--- src/rtl/subservient_dbg_loader_if.sv ---
// subservient_dbg_loader_if: byte-stream input, debug Wishbone write port and status of the loader
interface subservient_dbg_loader_if #(
    parameter int DW = 32
);
    logic [7:0]      i_byte_data;
    logic            i_byte_valid;
    logic            i_byte_last;
    logic            o_byte_ready;
    logic            o_debug_mode;
    logic [31:0]     o_wb_adr;
    logic [DW-1:0]   o_wb_dat;
    logic [DW/8-1:0] o_wb_sel;
    logic            o_wb_we;
    logic            o_wb_stb;
    logic            i_wb_ack;
    logic            o_done;
    logic            o_overflow;

    modport master (
        input  i_byte_data, i_byte_valid, i_byte_last, i_wb_ack,
        output o_byte_ready, o_debug_mode, o_wb_adr, o_wb_dat, o_wb_sel,
               o_wb_we, o_wb_stb, o_done, o_overflow
    );

    modport slave (
        output i_byte_data, i_byte_valid, i_byte_last, i_wb_ack,
        input  o_byte_ready, o_debug_mode, o_wb_adr, o_wb_dat, o_wb_sel,
               o_wb_we, o_wb_stb, o_done, o_overflow
    );
endinterface

--- src/rtl/subservient_dbg_loader.sv ---
// subservient_dbg_loader: packs an image byte stream into little-endian words and writes them over the debug Wishbone port
module subservient_dbg_loader #(
    parameter int          DW          = 32,
    parameter int          MEMSIZE     = 8192,
    parameter logic [31:0] BASE_ADR    = 32'h0,
    parameter int          PRE_CYCLES  = 10,
    parameter int          POST_CYCLES = 10
) (
    input logic i_clk,
    input logic i_rst,
    subservient_dbg_loader_if.master bus
);
    localparam int NB = DW / 8;
    localparam int LW = $clog2(NB);
    localparam int CB = $clog2(MEMSIZE + 1);
    localparam int GW = $clog2((PRE_CYCLES > POST_CYCLES ? PRE_CYCLES : POST_CYCLES) + 1);

    localparam logic [2:0] S_PRE   = 3'd0;
    localparam logic [2:0] S_FILL  = 3'd1;
    localparam logic [2:0] S_WRITE = 3'd2;
    localparam logic [2:0] S_POST  = 3'd3;
    localparam logic [2:0] S_DONE  = 3'd4;

    logic [2:0]    state;
    logic [GW-1:0] gcnt;
    logic [LW-1:0] lane;
    logic [CB-1:0] bcnt;
    logic [DW-1:0] acc;
    logic [31:0]   nadr;
    logic          fin;
    logic          accept;
    logic          at_cap;
    logic          word_end;
    logic [DW-1:0] word;

    // acc keeps unused lanes at zero, so a short final word is padded for free
    always_comb begin
        accept   = bus.i_byte_valid & bus.o_byte_ready;
        at_cap   = bcnt == CB'(MEMSIZE - 1);
        word_end = bus.i_byte_last | at_cap | (lane == LW'(NB - 1));
        word     = acc | (DW'(bus.i_byte_data) << (8 * lane));
    end

    always_ff @(posedge i_clk) begin
        if (i_rst) begin
            state            <= S_PRE;
            gcnt             <= '0;
            lane             <= '0;
            bcnt             <= '0;
            acc              <= '0;
            nadr             <= BASE_ADR;
            fin              <= 1'b0;
            bus.o_byte_ready <= 1'b0;
            bus.o_debug_mode <= 1'b1;
            bus.o_wb_adr     <= '0;
            bus.o_wb_dat     <= '0;
            bus.o_wb_sel     <= '0;
            bus.o_wb_we      <= 1'b0;
            bus.o_wb_stb     <= 1'b0;
            bus.o_done       <= 1'b0;
            bus.o_overflow   <= 1'b0;
        end else begin
            case (state)
                S_PRE: begin
                    gcnt <= gcnt + 1'b1;
                    if (gcnt == GW'(PRE_CYCLES - 1)) begin
                        state            <= S_FILL;
                        bus.o_byte_ready <= 1'b1;
                    end
                end
                S_FILL: begin
                    if (accept) begin
                        bcnt             <= bcnt + 1'b1;
                        lane             <= lane + 1'b1;
                        acc[8*lane +: 8] <= bus.i_byte_data;
                        if (word_end) begin
                            state            <= S_WRITE;
                            lane             <= '0;
                            acc              <= '0;
                            fin              <= bus.i_byte_last | at_cap;
                            bus.o_byte_ready <= 1'b0;
                            bus.o_wb_stb     <= 1'b1;
                            bus.o_wb_we      <= 1'b1;
                            bus.o_wb_sel     <= '1;
                            bus.o_wb_dat     <= word;
                            bus.o_wb_adr     <= nadr;
                            bus.o_overflow   <= at_cap & ~bus.i_byte_last;
                        end
                    end
                end
                S_WRITE: begin
                    if (bus.i_wb_ack) begin
                        nadr         <= nadr + 32'(NB);
                        bus.o_wb_stb <= 1'b0;
                        bus.o_wb_we  <= 1'b0;
                        bus.o_wb_sel <= '0;
                        if (fin) begin
                            state <= S_POST;
                            gcnt  <= '0;
                        end else begin
                            state            <= S_FILL;
                            bus.o_byte_ready <= 1'b1;
                        end
                    end
                end
                S_POST: begin
                    gcnt <= gcnt + 1'b1;
                    if (gcnt == GW'(POST_CYCLES - 1)) begin
                        state            <= S_DONE;
                        bus.o_debug_mode <= 1'b0;
                        bus.o_done       <= 1'b1;
                    end
                end
                default: ;
            endcase
        end
    end
endmodule

--- src/flat_wrapper.sv ---
// flat-port wrapper written by rule: the top's interface ports become plain ports
module subservient_dbg_loader_flat 
#(
    parameter int          DW          = 32,
    parameter int          MEMSIZE     = 8192,
    parameter logic [31:0] BASE_ADR    = 32'h0,
    parameter int          PRE_CYCLES  = 10,
    parameter int          POST_CYCLES = 10
)
  (i_clk, i_rst, bus_i_byte_data, bus_i_byte_valid, bus_i_byte_last, bus_i_wb_ack, bus_o_byte_ready, bus_o_debug_mode, bus_o_wb_adr, bus_o_wb_dat, bus_o_wb_sel, bus_o_wb_we, bus_o_wb_stb, bus_o_done, bus_o_overflow);
  subservient_dbg_loader_if #(.DW(DW)) bus_i ();
  input logic i_clk;
  input logic i_rst;
  input wire logic [$bits(bus_i.i_byte_data)-1:0] bus_i_byte_data;
  input wire logic [$bits(bus_i.i_byte_valid)-1:0] bus_i_byte_valid;
  input wire logic [$bits(bus_i.i_byte_last)-1:0] bus_i_byte_last;
  input wire logic [$bits(bus_i.i_wb_ack)-1:0] bus_i_wb_ack;
  output wire logic [$bits(bus_i.o_byte_ready)-1:0] bus_o_byte_ready;
  output wire logic [$bits(bus_i.o_debug_mode)-1:0] bus_o_debug_mode;
  output wire logic [$bits(bus_i.o_wb_adr)-1:0] bus_o_wb_adr;
  output wire logic [$bits(bus_i.o_wb_dat)-1:0] bus_o_wb_dat;
  output wire logic [$bits(bus_i.o_wb_sel)-1:0] bus_o_wb_sel;
  output wire logic [$bits(bus_i.o_wb_we)-1:0] bus_o_wb_we;
  output wire logic [$bits(bus_i.o_wb_stb)-1:0] bus_o_wb_stb;
  output wire logic [$bits(bus_i.o_done)-1:0] bus_o_done;
  output wire logic [$bits(bus_i.o_overflow)-1:0] bus_o_overflow;
  assign bus_i.i_byte_data = bus_i_byte_data;
  assign bus_i.i_byte_valid = bus_i_byte_valid;
  assign bus_i.i_byte_last = bus_i_byte_last;
  assign bus_i.i_wb_ack = bus_i_wb_ack;
  assign bus_o_byte_ready = bus_i.o_byte_ready;
  assign bus_o_debug_mode = bus_i.o_debug_mode;
  assign bus_o_wb_adr = bus_i.o_wb_adr;
  assign bus_o_wb_dat = bus_i.o_wb_dat;
  assign bus_o_wb_sel = bus_i.o_wb_sel;
  assign bus_o_wb_we = bus_i.o_wb_we;
  assign bus_o_wb_stb = bus_i.o_wb_stb;
  assign bus_o_done = bus_i.o_done;
  assign bus_o_overflow = bus_i.o_overflow;
  subservient_dbg_loader #(.DW(DW), .MEMSIZE(MEMSIZE), .BASE_ADR(BASE_ADR), .PRE_CYCLES(PRE_CYCLES), .POST_CYCLES(POST_CYCLES)) u_core (.i_clk(i_clk), .i_rst(i_rst), .bus(bus_i));
endmodule
--- config.mk ---
export PLATFORM = sky130hd
export DESIGN_NAME = subservient_dbg_loader_flat
export DESIGN_NICKNAME = d
export VERILOG_FILES = /design/src/rtl/subservient_dbg_loader_if.sv /design/src/rtl/subservient_dbg_loader.sv /design/src/flat_wrapper.sv
export SDC_FILE = /design/constraint.sdc
export NUM_CORES = 1
export LEC_CHECK = 0
export CAP_MARGIN = 20
export CORE_MARGIN = 1
export CORE_UTILIZATION = 45
export DETAILED_ROUTE_END_ITERATION = 8
export HOLD_SLACK_MARGIN = 0.12
export PLACE_DENSITY = 0.82
export SETUP_SLACK_MARGIN = 0.5
export SKIP_CTS_REPAIR_TIMING = 1
export SYNTH_ARGS = -nofsm -noshare
export SYNTH_HDL_FRONTEND = slang
export SYNTH_SLANG_ARGS = --single-unit
export TNS_END_PERCENT = 1
--- constraint.sdc ---
create_clock -name i_clk -period 2.7 [get_ports i_clk]
set_input_delay 0.54 -clock i_clk [delete_from_list [all_inputs] [get_ports i_clk]]
set_output_delay 0.54 -clock i_clk [all_outputs]
set_load 0.005 [all_outputs]
Run 1, close-up of the layout:
Window x 81 to 106, y 81 to 106 um. Cells in grey, sequential cells in the stronger grey; small squares are vias.
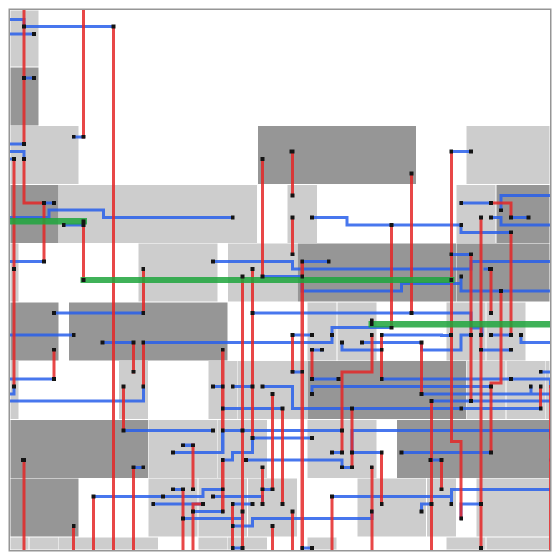
red -> metal 2
blue -> metal 1
green -> metal 3
sequential cells in the window = 7
cells with their middle in the window = 31
netlist names of flops here include = u_core.nadr (6), u_core.bus.o_wb_adr (1)
most frequent = dfxtp_1 (7), nor2_1 (4)

Run 1, routing congestion map:
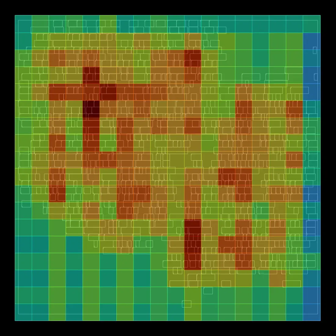
GR peak layer: met2
met1 usage: 30.2%
Routed WL per cell: 16.6 um
final core utilization: 56.9%
routing usage on met2: 32.4%

==> flow_summary_export.csv, run 1 <==
group,metric,value,unit
pwr,intPower,0.00367,W
final_timing,period_used_share,81.0,%
worst_setup_path,r2r_cells,4,
final_timing,hold_viol,0,
global_routing,grt_pass1_vias,5504,
worst_setup_path,crit_type,"flop to flop",
synth,synthCells,768,
floorplan,io_pins,87,
synth,yosys-stat-cells,768,
final_timing,final.setup.tns,0,ns
clock_network,cts-buffers-inserted,17,
cells_and_area,dominant_cells,"logic gates",
placed_design,routabilityCongestion,0.814,
floorplan,dieArea,15500,sq um
pwr,powerClk,0.00225,W
synth,ys_sh_adder,1.86,%
cells_and_area,reg_top3,"u_core.acc (32), u_core.bus.o_wb_dat (32)",
pwr,ir_drop,0.000509,V
worst_setup_path,critPathSlowestCell,"or4_1",
cells_and_area,seq_area,3060,sq um
route,ant_nets,0,
worst_setup_path,critPathRequiredTime,3.01,ns
worst_setup_path,worst_r2r_endpoint,"u_core.acc[6]$_SDFFE_PP0P_",
worst_setup_path,critical_path.n_buffers_inverters,0,
synth,ys_area,6740,sq um
synth,synth_seq_share,45.4,%
route,wl_met1,7.99,mm
worst_setup_path,endpoint,"u_core.acc[6]$_SDFFE_PP0P_",
cells_and_area,flops,153,
cells_and_area,diodes,0,
synth,ys_sh_mux,1.69,%
floorplan,n_tap_cell,184,
cells_and_area,area.combinational,3330,sq um
synth,top_cell,"dfxtp_1",
final_timing,setup_ws,0.514,ns
synth,synth_area_per_cell,8.78,sq um
pwr,power-top-group,"registers",
synth,synthArstFlopShare,0,%
placed_design,io_buffers,84,
pwr,power_frac_comb,3.4,%
pwr,seqPwrFrac,48.4,%
run,drv_cap,0,
run,log.warning_count,33,
cells_and_area,clk_share,6.77,%
placed_design,place_hpwl,10.6,mm
final_timing,rsz0062_at_grt,"yes",
status,outcome,"finished clean",
clock_network,clk_latency,0.41,ns
cells_and_area,logic_gate_count,530,
global_routing,grt-ovfl-total,0,
Run 1, gate-type map:
Scale: 2 px per um.
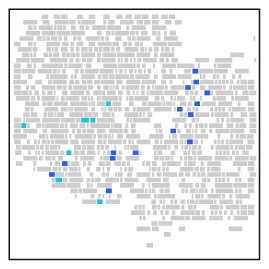
blue -> XOR/XNOR gates  # cells 15, most used xor2_1
cyan -> AND-OR and OR-AND gates  # cells 7, most used a21o_1
fraction of area in multi-input gates: 40.1%
dominant logic cell type in the layout: dfxtp_1

Run 1, M1 wires:
Scale: 2 px per um.
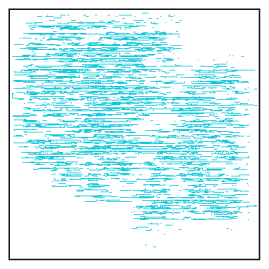
longest straight run = 31.5 um
nets with wire on the layer = 777
Vias: 6,222
DRT Wirelength: 17.0 mm

Run 1, sequential cells coloured by netlist name:
Scale: 4 px per um.
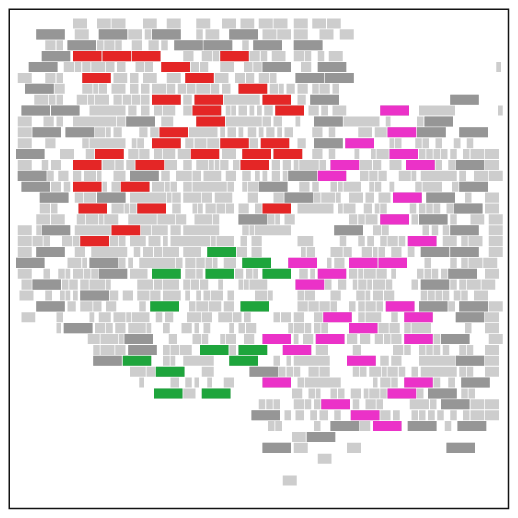

==> run 1 -> run 2 <==
--- a/config.mk
+++ b/config.mk
@@ -10,7 +10,7 @@
 export CORE_UTILIZATION = 45
 export DETAILED_ROUTE_END_ITERATION = 8
 export HOLD_SLACK_MARGIN = 0.12
-export PLACE_DENSITY = 0.82
+export PLACE_DENSITY = 0.79
 export SETUP_SLACK_MARGIN = 0.5
 export SKIP_CTS_REPAIR_TIMING = 1
 export SYNTH_ARGS = -nofsm -noshare
==> constraint.sdc (replaced) <==
create_clock -name i_clk -period 2.1 [get_ports i_clk]
set_input_delay 0.42 -clock i_clk [delete_from_list [all_inputs] [get_ports i_clk]]
set_output_delay 0.42 -clock i_clk [all_outputs]
set_load 0.005 [all_outputs]
Run 2, sequential cells coloured by netlist name:
Scale: 4 px per um.
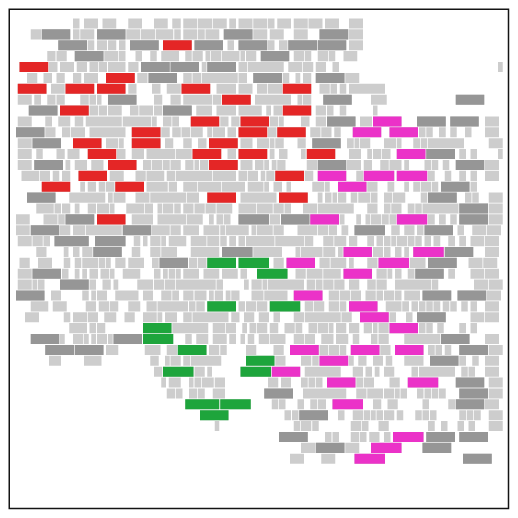
red -> u_core.acc  # sequential cells 32
green -> u_core.bcnt  # sequential cells 14
magenta -> u_core.nadr  # sequential cells 30
register area: 3100 sq um
final core utilization: 62.1%
Seq/total area: 34.2%

Run 2, routing congestion map:
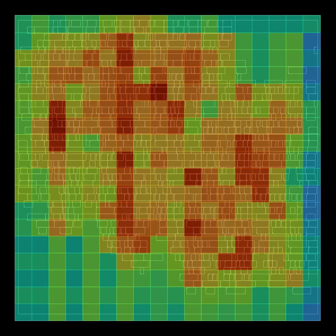
total track usage: 22.7%
met1 usage: 32.2%
Routed WL per cell: 17.6 um
routing usage on met2: 34.4%

==> flow_summary_export.csv, run 2 <==
group,metric,value,unit
status,outcome,"finished clean",
route,routed_wl,18.9,mm
final_timing,hold_viol,0,
synth,yosys-stat-cells,768,
cells_and_area,flops,153,
worst_setup_path,endpoint,"u_core.bus.o_wb_adr[13]$_SDFFE_PP0P_",
worst_setup_path,critPathSlowestCell,"o41a_1",
final_timing,period_used_share,86.9,%
cells_and_area,lay_top_count,"dfxtp_1",
worst_setup_path,worst_r2r_endpoint,"u_core.bus.o_wb_adr[13]$_SDFFE_PP0P_",
pwr,seqPwrFrac,47.7,%
placed_design,place_hpwl,11.2,mm
pwr,powerClk,0.00294,W
worst_setup_path,critPathRequiredTime,2.39,ns
global_routing,grt_pass1_vias,5675,
synth,top_cell,"dfxtp_1",
synth,ys.flop_type,"dfxtp_1",
final_timing,final.setup.tns,0,ns
placed_design,io_buffers,84,
global_routing,top_usage_layer,"met2",
final_timing,skew,0.00622,ns
cells_and_area,logic_gate_count,530,
final_timing,rsz0062_at_grt,"yes",
synth,synthArstFlopShare,0,%
cells_and_area,clk_share,6.35,%
synth,synthCells,768,
route,wl_met1,8.48,mm
synth,synthXorXnorAreaFrac,1.95,%
floorplan,die_w,124,um
placed_design,routabilityCongestion,0.828,
pwr,power-top-group,"the clock network",
global_routing,grt-ovfl-total,0,
worst_setup_path,r2r_cells,6,
floorplan,io_pins,87,
run,drv_cap,0,
route,ant_nets,0,
pwr,intPower,0.00475,W
floorplan,n_tap_cell,184,
cells_and_area,dominant_cells,"logic gates",
final_timing,setup_ws,0.275,ns
synth,ys_sh_adder,1.86,%
run,log.warning_count,34,
clock_network,cts-buffers-inserted,17,
synth,ys_area,6740,sq um
pwr,power_frac_comb,4.0,%
synth,ys_sh_mux,1.69,%
cells_and_area,area.combinational,3490,sq um
cells_and_area,diodes,0,
synth,synth_seq_share,45.4,%
route,via_count,6514,
Run 2, gate-type map:
Scale: 2 px per um.
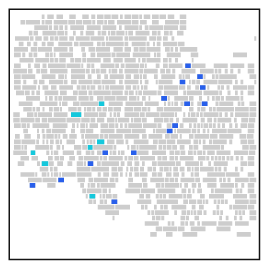
fraction of area in multi-input gates: 38.5%
Layout Cells excl Fill: 1,075

Power figures rest on the tool's default switching activity, not on a simulated workload.
